layer_met1.png
Supply wires on this layer in grey.
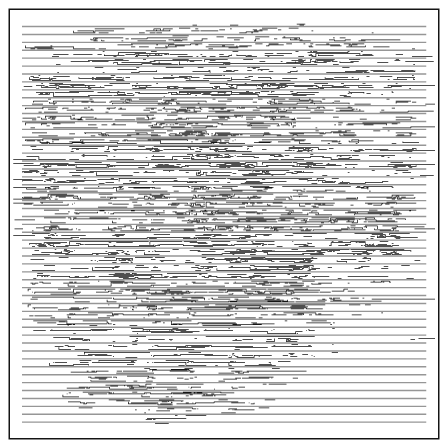
layer_met2.png
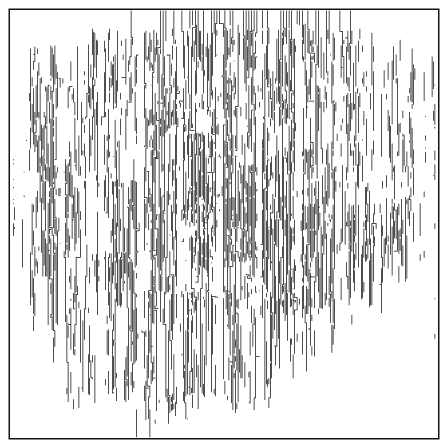
==> config.mk <==
export PLATFORM = sky130hd
export DESIGN_NAME = median_window_ctrl
export DESIGN_NICKNAME = d
export VERILOG_FILES = /design/src/rtl/median_window_ctrl.sv
export SDC_FILE = /design/constraint.sdc
export NUM_CORES = 1
export LEC_CHECK = 0
export CAP_MARGIN = 20
export CELL_PAD_IN_SITES_DETAIL_PLACEMENT = 1
export CELL_PAD_IN_SITES_GLOBAL_PLACEMENT = 1
export CORE_MARGIN = 4
export CORE_UTILIZATION = 45
export DETAILED_ROUTE_END_ITERATION = 8
export GPL_TIMING_DRIVEN = 0
export PLACE_DENSITY = 0.84
export SYNTH_ARGS = -nofsm -noshare
export SYNTH_HDL_FRONTEND = slang
export SYNTH_SLANG_ARGS = --single-unit
==> constraint.sdc <==
create_clock -name clk_i -period 3.6 [get_ports clk_i]
set_input_delay 0.9 -clock clk_i [delete_from_list [all_inputs] [get_ports clk_i]]
set_output_delay 0.9 -clock clk_i [all_outputs]
set_load 0.02 [all_outputs]
==> src/rtl/median_window_ctrl.sv <==
// 3x3 median window sequencer: two line buffers feed a sliding window, then an en/done handshake with the median engine.
// Optional MEDIAN_CTRL_TIMEOUT_EN: bounds the WAIT on med_done_i and substitutes the centre pixel on expiry.
module median_window_ctrl #(
  parameter int IMG_W   = 8,
  parameter int IMG_H   = 8,
  parameter int TIMEOUT = 64
) (
  input  logic        clk_i,
  input  logic        rst_i,
  input  logic        start_i,
  input  logic [7:0]  pix_i,
  input  logic        pix_valid_i,
  output logic        pix_ready_o,
  output logic [71:0] win_o,
  output logic        med_en_o,
  input  logic [7:0]  med_data_i,
  input  logic        med_done_i,
  output logic [7:0]  out_o,
  output logic        out_valid_o,
  input  logic        out_ready_i,
  output logic        busy_o,
  output logic        frame_done_o,
  output logic        err_o
);

  // state   | meaning
  // IDLE    | waiting for start_i
  // FILL    | accepting pixels until a full 3x3 window is formed
  // START   | window stable, engine enabled
  // WAIT    | engine enabled, waiting for med_done_i
  // RELEASE | engine enable dropped for one cycle to reset it
  // OUT     | presenting the filtered pixel downstream
  typedef enum logic [2:0] {IDLE, FILL, START, WAIT, RELEASE, OUT} state_t;

  localparam int CW = $clog2(IMG_W);
  localparam int RW = $clog2(IMG_H);

  if (IMG_W < 3 || IMG_H < 3 || TIMEOUT < 1) begin : g_bad_param
    $error("median_window_ctrl: IMG_W/IMG_H must be >= 3 and TIMEOUT >= 1");
  end

  state_t          state_q, state_d;
  logic [CW-1:0]   col_q, col_d;
  logic [RW-1:0]   row_q, row_d;
  logic [71:0]     win_q, win_d;
  logic [7:0]      out_q, out_d;
  logic            last_q, last_d;
  logic            done_q, done_d;
  logic            pix_acc;
  logic [7:0]      lb0_q [IMG_W];
  logic [7:0]      lb1_q [IMG_W];
`ifdef MEDIAN_CTRL_TIMEOUT_EN
  localparam int TW = $clog2(TIMEOUT + 1);
  logic [TW-1:0]   tmr_q, tmr_d;
  logic            err_q, err_d;
`endif

  always_comb begin
    state_d = state_q;
    col_d   = col_q;
    row_d   = row_q;
    win_d   = win_q;
    out_d   = out_q;
    last_d  = last_q;
    done_d  = 1'b0;
    pix_acc = 1'b0;
`ifdef MEDIAN_CTRL_TIMEOUT_EN
    tmr_d   = tmr_q;
    err_d   = err_q;
`endif
    case (state_q)
      IDLE: if (start_i) begin
        state_d = FILL;
        col_d   = '0;
        row_d   = '0;
`ifdef MEDIAN_CTRL_TIMEOUT_EN
        err_d   = 1'b0;
`endif
      end
      FILL: if (pix_valid_i) begin
        pix_acc = 1'b1;
        // Each window row is three bytes; shift left one column, new column enters at the right.
        for (int r = 0; r < 3; r++) win_d[24*r +: 16] = win_q[24*r+8 +: 16];
        win_d[23:16] = lb1_q[col_q];
        win_d[47:40] = lb0_q[col_q];
        win_d[71:64] = pix_i;
        last_d = (row_q == RW'(IMG_H-1)) && (col_q == CW'(IMG_W-1));
        if (col_q == CW'(IMG_W-1)) begin
          col_d = '0;
          row_d = last_d ? '0 : row_q + RW'(1);
        end else begin
          col_d = col_q + CW'(1);
        end
        if (row_q >= RW'(2) && col_q >= CW'(2)) state_d = START;
      end
      START: begin
        state_d = WAIT;
`ifdef MEDIAN_CTRL_TIMEOUT_EN
        tmr_d   = TW'(TIMEOUT);
`endif
      end
      WAIT: begin
        if (med_done_i) begin
          out_d   = med_data_i;
          state_d = RELEASE;
        end
`ifdef MEDIAN_CTRL_TIMEOUT_EN
        else if (tmr_q == TW'(1)) begin
          out_d   = win_q[39:32];
          err_d   = 1'b1;
          state_d = RELEASE;
        end else begin
          tmr_d   = tmr_q - TW'(1);
        end
`endif
      end
      RELEASE: state_d = OUT;
      OUT: if (out_ready_i) begin
        if (last_q) begin
          done_d  = 1'b1;
          state_d = IDLE;
        end else begin
          state_d = FILL;
        end
      end
      default: state_d = IDLE;
    endcase
  end

  always_ff @(posedge clk_i or posedge rst_i) begin
    if (rst_i) begin
      state_q <= IDLE;
      col_q   <= '0;
      row_q   <= '0;
      win_q   <= '0;
      out_q   <= '0;
      last_q  <= 1'b0;
      done_q  <= 1'b0;
`ifdef MEDIAN_CTRL_TIMEOUT_EN
      tmr_q   <= '0;
      err_q   <= 1'b0;
`endif
    end else begin
      state_q <= state_d;
      col_q   <= col_d;
      row_q   <= row_d;
      win_q   <= win_d;
      out_q   <= out_d;
      last_q  <= last_d;
      done_q  <= done_d;
`ifdef MEDIAN_CTRL_TIMEOUT_EN
      tmr_q   <= tmr_d;
      err_q   <= err_d;
`endif
    end
  end

  // Line buffers are not reset: every entry is rewritten before a window reads it.
  always_ff @(posedge clk_i) begin
    if (pix_acc) begin
      lb1_q[col_q] <= lb0_q[col_q];
      lb0_q[col_q] <= pix_i;
    end
  end

  assign pix_ready_o  = (state_q == FILL);
  assign med_en_o     = (state_q == START) || (state_q == WAIT);
  assign out_valid_o  = (state_q == OUT);
  assign busy_o       = (state_q != IDLE);
  assign win_o        = win_q;
  assign out_o        = out_q;
  assign frame_done_o = done_q;
`ifdef MEDIAN_CTRL_TIMEOUT_EN
  assign err_o        = err_q;
`else
  assign err_o        = 1'b0;
`endif

endmodule

==> deck_impl_summary.md <==
Key Metrics from the Run

Route
  • Total iterations of the first detailed-routing run: 5
  • WL met1: slightly below 10000 um
  • Max layer used: met4
  • WL met2: roughly 13000 um

Power
  • Largest Pwr Group: combinational logic
  • Comb power: 4250 uW
  • Reg power frac: around 38%
  • Internal Power: approximately 6500 uW

Critical path
  • Cells along the critical path: clkbuf_1 > and3b_1 > clkdlybuf4s50_1
  • Worst flop-to-flop path endpoint: lb0_q[4][1]
  • Top cell family by delay on the critical path: buffers and inverters
  • Critical path endpoint: out_valid_o
  • Crit path max fanout: 10
  • Worst setup SP type: register
  • Buf/Inv on CP: 2
  • Slowest-stage cell, CP: clkdlybuf4s50_1
  • Critical path depth: 3

Final layout
  • Antenna diodes: 0
  • Final Core Density: between 50 and 60%
  • Flop count: 219
  • Filler instances: roughly 1900
  • Area delta synth->final: 25.83%
  • Max-area cell class: sequential cells

GRT
  • GR Util All Layers: approximately a quarter
  • Met3 Use GR: ~4%

Clock network
  • H-Tree Depth: 1
  • CTS clk-pin slew, worst paths: roughly 60 ps
  • Hold Buf Count CTS: 0
  • Post-CTS Resized: 0
  • Post-CTS repair timing setup buffer count: 0

Die
  • Core area: 0.01889 sq mm
  • Init Core Util: around 46%
  • Rows: 50

Synth
  • Synth area leader: edfxtp_1
  • Syn avg cell area: 13.46 sq um
  • Dominant flop cell: edfxtp_1
  • Post-synth regs: 219
  • Synth logic family: simple AND/OR/NAND/NOR gates
  • Synth top cell by count: nand2_1
  • Aoi share: under 10%

Timing
  • Slew HR: ~26%

Placed design
  • DP HPWL: between 15000 and 20000 um
  • Routability cong.: slightly above 0.8

Run status
  • Status: completed
Notes on layer_met1.png above:
nets with wire on the layer = 756
wire length on this layer = 9720 um
longest straight run = 42.3 um
main direction = horizontal
share of all routed wire = 39%
GR Util met1: 29.22%
total number of vias: 5882
Final Routed Wirelength: 25140 um

Notes on layer_met2.png above:
longest straight run = 57.5 um
nets with wire on the layer = 754
met2 usage: 41.80%

Power and IR drop assume default switching activity.
